`src/rtl/alu_muldiv_if.sv`:
```
// Function codes and the issue/writeback handshake bundle for the execute-stage integer unit.
package alu_muldiv_pkg;
    typedef enum logic [4:0] {
        ALU_ADD    = 5'd0,
        ALU_SUB    = 5'd1,
        ALU_AND    = 5'd2,
        ALU_OR     = 5'd3,
        ALU_XOR    = 5'd4,
        ALU_SLT    = 5'd5,
        ALU_SLTU   = 5'd6,
        ALU_SLL    = 5'd7,
        ALU_SRL    = 5'd8,
        ALU_SRA    = 5'd9,
        ALU_MUL    = 5'd16,
        ALU_MULH   = 5'd17,
        ALU_MULHSU = 5'd18,
        ALU_MULHU  = 5'd19,
        ALU_DIV    = 5'd20,
        ALU_DIVU   = 5'd21,
        ALU_REM    = 5'd22,
        ALU_REMU   = 5'd23
    } alu_fun_t;
endpackage

interface alu_muldiv_if #(
    parameter int XLEN  = 32,
    parameter int TAG_W = 5
) ();
    logic                        in_valid;
    logic                        in_ready;
    alu_muldiv_pkg::alu_fun_t    in_fun;
    logic [1:0][XLEN-1:0]        in_ops;
    logic [TAG_W-1:0]            in_tag;
    logic                        out_valid;
    logic                        out_ready;
    logic [XLEN-1:0]             out_opd;
    logic [TAG_W-1:0]            out_tag;

    // Issue side drives operations and consumes results.
    modport master (
        output in_valid, in_fun, in_ops, in_tag, out_ready,
        input  in_ready, out_valid, out_opd, out_tag
    );

    // The execute unit.
    modport slave (
        input  in_valid, in_fun, in_ops, in_tag, out_ready,
        output in_ready, out_valid, out_opd, out_tag
    );
endinterface

```
`src/rtl/alu_muldiv.sv`:
```
// Execute-stage integer unit: single-cycle base ALU plus iterative RV-M
// multiply (shift-add) and divide (restoring), one iteration per clock.
module alu_muldiv
    import alu_muldiv_pkg::*;
#(
    parameter int XLEN  = 32,
    parameter int TAG_W = 5
) (
    input  logic        clock,
    input  logic        reset,
    input  logic        flush,
    alu_muldiv_if.slave io
);
    localparam logic [1:0] S_IDLE = 2'd0;
    localparam logic [1:0] S_BUSY = 2'd1;
    localparam logic [1:0] S_DONE = 2'd2;

    localparam int SHW = $clog2(XLEN);
    localparam int CW  = $clog2(XLEN);
    localparam logic [XLEN-1:0] MIN_VAL = {1'b1, {(XLEN-1){1'b0}}};

    logic [1:0]       state;
    logic [CW-1:0]    cnt;
    alu_fun_t         fun_q;
    logic             div_q;
    logic             neg_q;
    logic [TAG_W-1:0] tag_q;
    // acc: product high half / partial remainder
    // lo : multiplier shifting out / quotient shifting in
    // opb: multiplicand / divisor (magnitudes)
    logic [XLEN-1:0]  acc;
    logic [XLEN-1:0]  lo;
    logic [XLEN-1:0]  opb;
    logic [XLEN-1:0]  opd_q;
    logic [TAG_W-1:0] otag_q;

    logic             rdy;
    logic             accept;
    logic [XLEN-1:0]  op_a;
    logic [XLEN-1:0]  op_b;
    logic [SHW-1:0]   shamt;
    logic             is_md;
    logic             is_div;
    logic             a_sgn;
    logic             b_sgn;
    logic             a_neg;
    logic             b_neg;
    logic [XLEN-1:0]  abs_a;
    logic [XLEN-1:0]  abs_b;
    logic             early;
    logic             neg_in;
    logic [XLEN-1:0]  quick;

    logic [XLEN:0]    mul_sum;
    logic [XLEN:0]    div_rs;
    logic [XLEN:0]    div_sub;
    logic             div_ge;
    logic [XLEN-1:0]  acc_nx;
    logic [XLEN-1:0]  lo_nx;
    logic [2*XLEN-1:0] prod;
    logic [XLEN-1:0]  md_res;

    assign rdy    = (state == S_IDLE) || (state == S_DONE && io.out_ready);
    assign accept = io.in_valid && rdy;

    assign io.in_ready  = rdy;
    assign io.out_valid = (state == S_DONE);
    assign io.out_opd   = opd_q;
    assign io.out_tag   = otag_q;

    assign op_a  = io.in_ops[0];
    assign op_b  = io.in_ops[1];
    assign shamt = op_b[SHW-1:0];

    // Decode mul/div class and operand signedness.
    always_comb begin
        is_md  = 1'b0;
        is_div = 1'b0;
        a_sgn  = 1'b0;
        b_sgn  = 1'b0;
        case (io.in_fun)
            ALU_MUL, ALU_MULH: begin is_md = 1'b1; a_sgn = 1'b1; b_sgn = 1'b1; end
            ALU_MULHSU:        begin is_md = 1'b1; a_sgn = 1'b1; end
            ALU_MULHU:         begin is_md = 1'b1; end
            ALU_DIV, ALU_REM:  begin is_md = 1'b1; is_div = 1'b1; a_sgn = 1'b1; b_sgn = 1'b1; end
            ALU_DIVU, ALU_REMU: begin is_md = 1'b1; is_div = 1'b1; end
            default: ;
        endcase
    end

    assign a_neg  = a_sgn & op_a[XLEN-1];
    assign b_neg  = b_sgn & op_b[XLEN-1];
    assign abs_a  = a_neg ? (~op_a + 1'b1) : op_a;
    assign abs_b  = b_neg ? (~op_b + 1'b1) : op_b;
    // Remainder follows the dividend; quotient and product follow the sign product.
    assign neg_in = (io.in_fun == ALU_REM) ? a_neg : (a_neg ^ b_neg);
    // Divide by zero and MIN/-1 have fixed answers and skip the loop.
    assign early  = is_div && ((op_b == '0) || (a_sgn && op_a == MIN_VAL && op_b == '1));

    // Single-cycle results: base ALU, divide early-outs, and the unknown-fun marker.
    always_comb begin
        quick = {(XLEN/32){32'hdeadbeef}};
        case (io.in_fun)
            ALU_ADD:  quick = op_a + op_b;
            ALU_SUB:  quick = op_a - op_b;
            ALU_AND:  quick = op_a & op_b;
            ALU_OR:   quick = op_a | op_b;
            ALU_XOR:  quick = op_a ^ op_b;
            ALU_SLT:  quick = {{(XLEN-1){1'b0}}, ($signed(op_a) < $signed(op_b))};
            ALU_SLTU: quick = {{(XLEN-1){1'b0}}, (op_a < op_b)};
            ALU_SLL:  quick = op_a << shamt;
            ALU_SRL:  quick = op_a >> shamt;
            ALU_SRA:  quick = $signed(op_a) >>> shamt;
            ALU_DIV, ALU_DIVU: quick = (op_b == '0) ? '1 : MIN_VAL;
            ALU_REM, ALU_REMU: quick = (op_b == '0) ? op_a : '0;
            default: ;
        endcase
    end

    // One loop iteration, plus the sign fix-up applied to its outcome on the last pass.
    always_comb begin
        mul_sum = {1'b0, acc} + (lo[0] ? {1'b0, opb} : {(XLEN+1){1'b0}});
        div_rs  = {acc, lo[XLEN-1]};
        div_sub = div_rs - {1'b0, opb};
        div_ge  = (div_rs >= {1'b0, opb});
        if (div_q) begin
            acc_nx = div_ge ? div_sub[XLEN-1:0] : div_rs[XLEN-1:0];
            lo_nx  = {lo[XLEN-2:0], div_ge};
        end else begin
            acc_nx = mul_sum[XLEN:1];
            lo_nx  = {mul_sum[0], lo[XLEN-1:1]};
        end
        prod = neg_q ? -{acc_nx, lo_nx} : {acc_nx, lo_nx};
        case (fun_q)
            ALU_MULH, ALU_MULHSU, ALU_MULHU: md_res = prod[2*XLEN-1:XLEN];
            ALU_DIV, ALU_DIVU: md_res = neg_q ? -lo_nx : lo_nx;
            ALU_REM, ALU_REMU: md_res = neg_q ? -acc_nx : acc_nx;
            default:           md_res = prod[XLEN-1:0];
        endcase
    end

    // Control FSM and datapath registers.
    always_ff @(posedge clock) begin
        if (reset) begin
            state  <= S_IDLE;
            cnt    <= '0;
            fun_q  <= ALU_ADD;
            div_q  <= 1'b0;
            neg_q  <= 1'b0;
            tag_q  <= '0;
            acc    <= '0;
            lo     <= '0;
            opb    <= '0;
            opd_q  <= '0;
            otag_q <= '0;
        end else if (flush) begin
            state <= S_IDLE;
            cnt   <= '0;
        end else begin
            case (state)
                S_BUSY: begin
                    acc <= acc_nx;
                    lo  <= lo_nx;
                    cnt <= cnt + 1'b1;
                    if (cnt == CW'(XLEN-1)) begin
                        opd_q  <= md_res;
                        otag_q <= tag_q;
                        cnt    <= '0;
                        state  <= S_DONE;
                    end
                end
                default: begin
                    if (accept) begin
                        if (is_md && !early) begin
                            fun_q <= io.in_fun;
                            div_q <= is_div;
                            neg_q <= neg_in;
                            tag_q <= io.in_tag;
                            acc   <= '0;
                            lo    <= is_div ? abs_a : abs_b;
                            opb   <= is_div ? abs_b : abs_a;
                            cnt   <= '0;
                            state <= S_BUSY;
                        end else begin
                            opd_q  <= quick;
                            otag_q <= io.in_tag;
                            state  <= S_DONE;
                        end
                    end else if (state != S_DONE || io.out_ready) begin
                        state <= S_IDLE;
                    end
                end
            endcase
        end
    end
endmodule

```
`src/flat_wrapper.sv`:
```
// flat-port wrapper written by rule: the top's interface ports become plain ports
module alu_muldiv_flat import alu_muldiv_pkg::*;
#(
    parameter int XLEN  = 32,
    parameter int TAG_W = 5
)
  (clock, reset, flush, io_in_valid, io_in_fun, io_in_ops, io_in_tag, io_out_ready, io_in_ready, io_out_valid, io_out_opd, io_out_tag);
  alu_muldiv_if #(.XLEN(XLEN), .TAG_W(TAG_W)) io_i ();
  input  logic clock;
  input  logic reset;
  input  logic flush;
  input wire logic [$bits(io_i.in_valid)-1:0] io_in_valid;
  input wire logic [$bits(io_i.in_fun)-1:0] io_in_fun;
  input wire logic [$bits(io_i.in_ops)-1:0] io_in_ops;
  input wire logic [$bits(io_i.in_tag)-1:0] io_in_tag;
  input wire logic [$bits(io_i.out_ready)-1:0] io_out_ready;
  output wire logic [$bits(io_i.in_ready)-1:0] io_in_ready;
  output wire logic [$bits(io_i.out_valid)-1:0] io_out_valid;
  output wire logic [$bits(io_i.out_opd)-1:0] io_out_opd;
  output wire logic [$bits(io_i.out_tag)-1:0] io_out_tag;
  assign io_i.in_valid = io_in_valid;
  assign io_i.in_fun = io_in_fun;
  assign io_i.in_ops = io_in_ops;
  assign io_i.in_tag = io_in_tag;
  assign io_i.out_ready = io_out_ready;
  assign io_in_ready = io_i.in_ready;
  assign io_out_valid = io_i.out_valid;
  assign io_out_opd = io_i.out_opd;
  assign io_out_tag = io_i.out_tag;
  alu_muldiv #(.XLEN(XLEN), .TAG_W(TAG_W)) u_core (.clock(clock), .reset(reset), .flush(flush), .io(io_i));
endmodule
```
`config.mk`:
```
export PLATFORM = sky130hd
export DESIGN_NAME = alu_muldiv_flat
export DESIGN_NICKNAME = d
export VERILOG_FILES = /design/src/rtl/alu_muldiv_if.sv /design/src/rtl/alu_muldiv.sv /design/src/flat_wrapper.sv
export SDC_FILE = /design/constraint.sdc
export NUM_CORES = 1
export LEC_CHECK = 0
export CORE_UTILIZATION = 30
export DETAILED_ROUTE_END_ITERATION = 16
export HOLD_SLACK_MARGIN = 0.1
export PLACE_DENSITY = 0.42
export SYNTH_ARGS = -nofsm -noshare
export SYNTH_HDL_FRONTEND = slang
export SYNTH_SLANG_ARGS = --single-unit
export TNS_END_PERCENT = 10
```
`constraint.sdc`:
```
create_clock -name clock -period 6.86 [get_ports clock]
set_input_delay 0.686 -clock clock [delete_from_list [all_inputs] [get_ports clock]]
set_output_delay 0.686 -clock clock [all_outputs]
set_load 0.05 [all_outputs]
```
**Run 1: register map, names as in the netlist**

Other sequential cells in the stronger grey, the rest of the logic in the fainter grey.
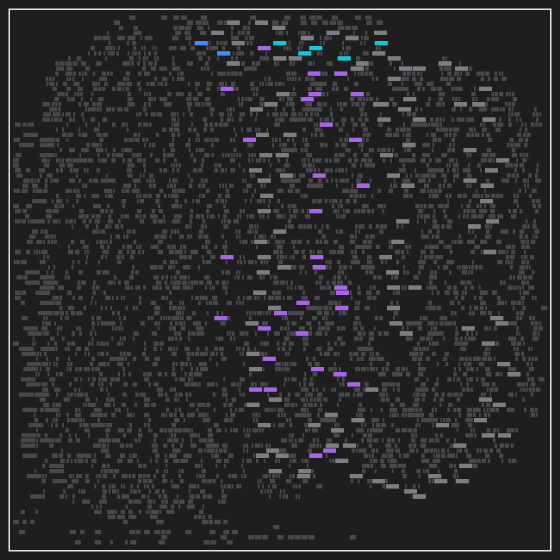
Purple is u_core.io.out_opd, placed flops 32. Cyan is u_core.tag_q, placed flops 5, where top centre. Blue is u_core.state, placed flops 2.
sequential share of cell area: 11.05%
Final Core Density: 34.12%
Reg area: 3048 um2
sequential power: 0.948 mW

**Run 1: clock distribution**

The bar under the picture is 100 um long.
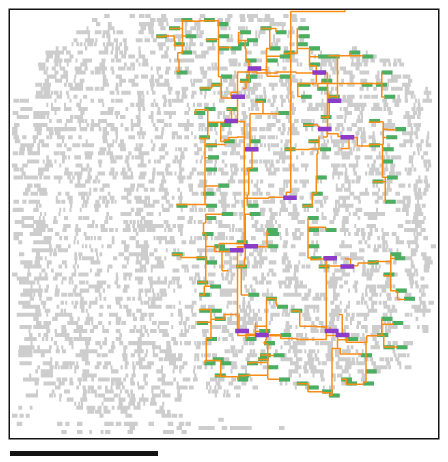
Green is flip-flops, count 152. Purple is clock-net drivers, count 17. Orange is clock wires, length 2820 um.
There are 18 routed clock nets.

**Run 1: clock routing**

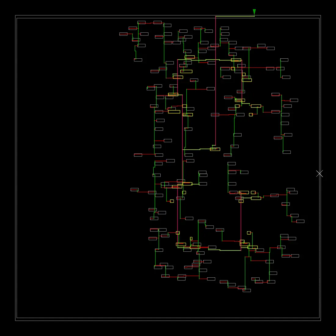
Flops: 152
clk ins delay skew pair: 470 ps
TritonCTS Buffers: 17
Clk. pwr: 1.04 mW

**Run 1: placed cells, one colour a class**

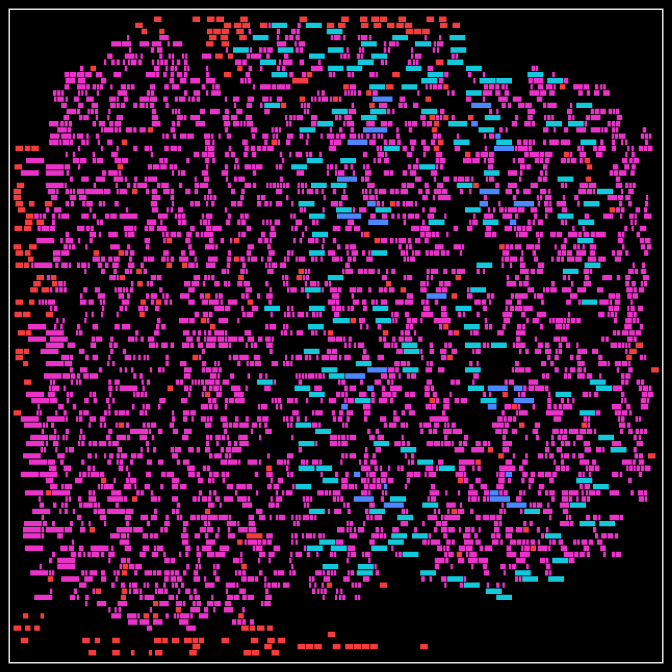
Magenta is remaining logic cells, cells 3160. Blue is clock drivers and dummy loads, cells 32. Cyan is sequential cells, cells 152. Red is remaining buffers and delay cells, cells 243.

run 1: worst min-delay path, delay by kind of cell (launching register included):
family          cells  cell delay [ps]
compound gates      1               50
flops               1              310
simple gates        1               50
run 1: logic make-up after synthesis:
logic type / count (synthesis)
AND/OR/NAND/NOR: 1370
AND-OR/OR-AND: 1184
buffers and inverters: 439
adder cells (fa/ha/maj): 171
multiplexers: 153
flip-flops: 152
XOR/XNOR: 126
run 1: flip-flops by register name, indices dropped and copies added (netlist names):
name / count
u_core.cnt: 5
u_core.opb: 32
u_core.tag_q: 5
u_core.fun_q: 5
u_core.io.out_tag: 5
u_core.io.out_opd: 32
u_core.lo: 32
u_core.acc: 32
u_core.div_q: 1
u_core.neg_q: 1
u_core.state: 2
==> run summary, run 1 <==
sequential share of power = 26.0%
Worst Path Buf+Inv = 2
Post-Route Skew = 16.08 ps
yosys adder share = 8.822%
Residual DRC = 2
Synth Flop Type = dfxtp_1
startpoint type of the worst setup path = flip-flop
Final Max Slew Viols = 0
status = complete, but fails checks
failing checks = DRC
yosys aoi share = 32.64%
highest metal used = met5
flops out of synthesis = 152
Synth Warn # = 0
Non-clock buffering overhead = 7.687%
met3 Track Usage GR = 2.425%
Detailed Route WL = 128900 um
Net Sw Power = 1.636 mW
Worst Slack Setup Final = 890.4 ps
R2R depth = 21
# hold bufs at CTS = 0
Post-CTS Setup Bufs = 0
pre-CTS WS = 949.1 ps
die area = 83130 um2
peak per-stage delay on the critical path = 600 ps
Die H = 288.3 um
setup TNS = 0 ps
CP max FO = 10
simple-gate share of the synthesized area = 26.09%
Hold Path Class = flip-flop to flip-flop
vias in the first global route = 27182
# rows = 104
CTS tree = built
via count = 28570
area of placed instances = 26960 um2
maximum vdd drop = 128.5 uV
==> inputs of run 2 (changes only) <==
--- a/config.mk
+++ b/config.mk
@@ -5,10 +5,12 @@
 export SDC_FILE = /design/constraint.sdc
 export NUM_CORES = 1
 export LEC_CHECK = 0
+export CORE_ASPECT_RATIO = 1.1
 export CORE_UTILIZATION = 30
 export DETAILED_ROUTE_END_ITERATION = 16
 export HOLD_SLACK_MARGIN = 0.1
 export PLACE_DENSITY = 0.42
+export SLEW_MARGIN = 30
 export SYNTH_ARGS = -nofsm -noshare
 export SYNTH_HDL_FRONTEND = slang
 export SYNTH_SLANG_ARGS = --single-unit
**Run 2: clock distribution**

The bar under the picture is 100 um long.
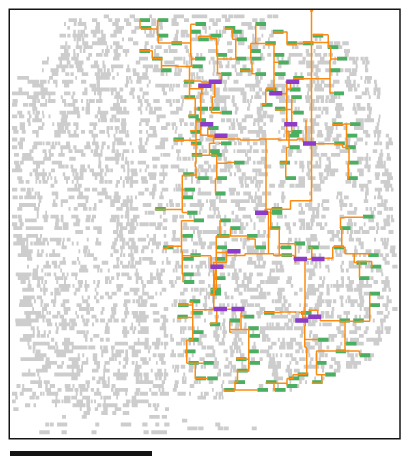
Purple is clock-net drivers, count 17. Orange is clock wires, length 2720 um. Green is flip-flops, count 152.
There are 18 routed clock nets.
clk ins delay skew pair: 460 ps
Clk pwr share: 28.6%

==> run 2 against run 1 <==
  * The flow still finishes with violations (DRC)
  * Count of clock-buffer cells in the layout is the same
  * Flip-flop count is the same
  * Via count is essentially flat
  * Power grew 0.54%
  * Critical path depth grew 1
  * Die area is essentially flat
  * Synthesized area is the same
  * Sequential share of layout area is essentially flat
  * Clock skew grew 1.9 ps
  * Worst hold slack gained 1.5 ps
  * Global-route usage grew 0.15 points
  * Non-clock buffer count grew 6
  * Critical endpoint unchanged
  * Highest routed layer is now met4
==> run summary, run 2 <==
status = complete, but fails checks (unchanged)
failing checks = DRC (unchanged)
Die H = 302.3 um (was 288.3 um)
via count = 28563 (was 28570)
Reg area = 3048 um2 (unchanged)
met3 Track Usage GR = 2.159% (was 2.425%)
Non-clock buffering overhead = 7.877% (was 7.687%)
startpoint type of the worst setup path = flip-flop (unchanged)
Final Core Density = 34.23% (was 34.12%)
TritonCTS Buffers = 17 (unchanged)
sequential share of power = 25.8% (was 26.0%)
Final Max Slew Viols = 0 (unchanged)
Reg2Reg Launch Point = u_core.opb[15]$_SDFFE_PP0P_ (unchanged)
sequential power = 0.947 mW (was 0.948 mW)
Post-CTS Setup Bufs = 0 (unchanged)
first-pass GRT wire length = 187600 um (was 187400 um)
simple-gate share of the synthesized area = 26.09% (unchanged)
highest metal used = met4 (was met5)
type of the worst setup path = flip-flop to flip-flop (unchanged)
Synth Flop Type = dfxtp_1 (unchanged)
worst reg2reg path endpoint = u_core.io.out_opd[20]$_SDFFE_PP0P_ (unchanged)
yosys aoi share = 32.64% (unchanged)
final hold violations = 0 (unchanged)
Post-Route Skew = 17.99 ps (was 16.08 ps)
# rows = 109 (was 104)
Top cells excl fill/tap = 418 x nor2_1, 398 x nand2_1, 303 x a21oi_1 (unchanged)
Hold Path Class = flip-flop to flip-flop (unchanged)
Pwr Total = 3.672 mW (was 3.652 mW)
Synth Seq Share = 12.37% (unchanged)
# hold bufs at CTS = 0 (unchanged)
Residual DRC = 3 (was 2)
die area = 83130 um2 (about the same)
vias in the first global route = 27227 (was 27182)
Worst-path clk slew = 80 ps (was 70 ps)
maximum vdd drop = 188.4 uV (was 128.5 uV)
CP max FO = 10 (unchanged)
setup TNS = 0 ps (unchanged)
sequential share of cell area = 11.03% (was 11.05%)
==> run 2: cell counts after synthesis <==
Identical to the previous run, type by type.
==> run 2: critical path: stages, from the launching register on <==
cell and delay (ps):
dfxtp_1 340, inv_1 50, ha_1 430, nand4_1 300
and4bb_2 300, a41oi_2 220, nand3_2 350, nor3_4 540
nor2_1 170, inv_1 110, ha_1 160, o21a_1 170
o2111ai_1 220, nor4_1 590, nand3_1 260, or3_1 550
and2_1 230, o21ai_1 110, buf_4 220, nand2_1 60
or3_1 340, a31o_2 250, a311oi_1 240
==> run 2: through the flow <==
stage / instance area, um2 / setup slack (ps)
6_report: 27640 / 558.0
3_3_place_gp: 27010 / 770.7
4_1_cts: 27630 / 566.2
3_5_place_dp: 27010 / 606.7
5_1_grt: 27640 / 25.30
2_1_floorplan: 24590 / 1696
Power figures rest on the tool's default switching activity, not on a simulated workload.
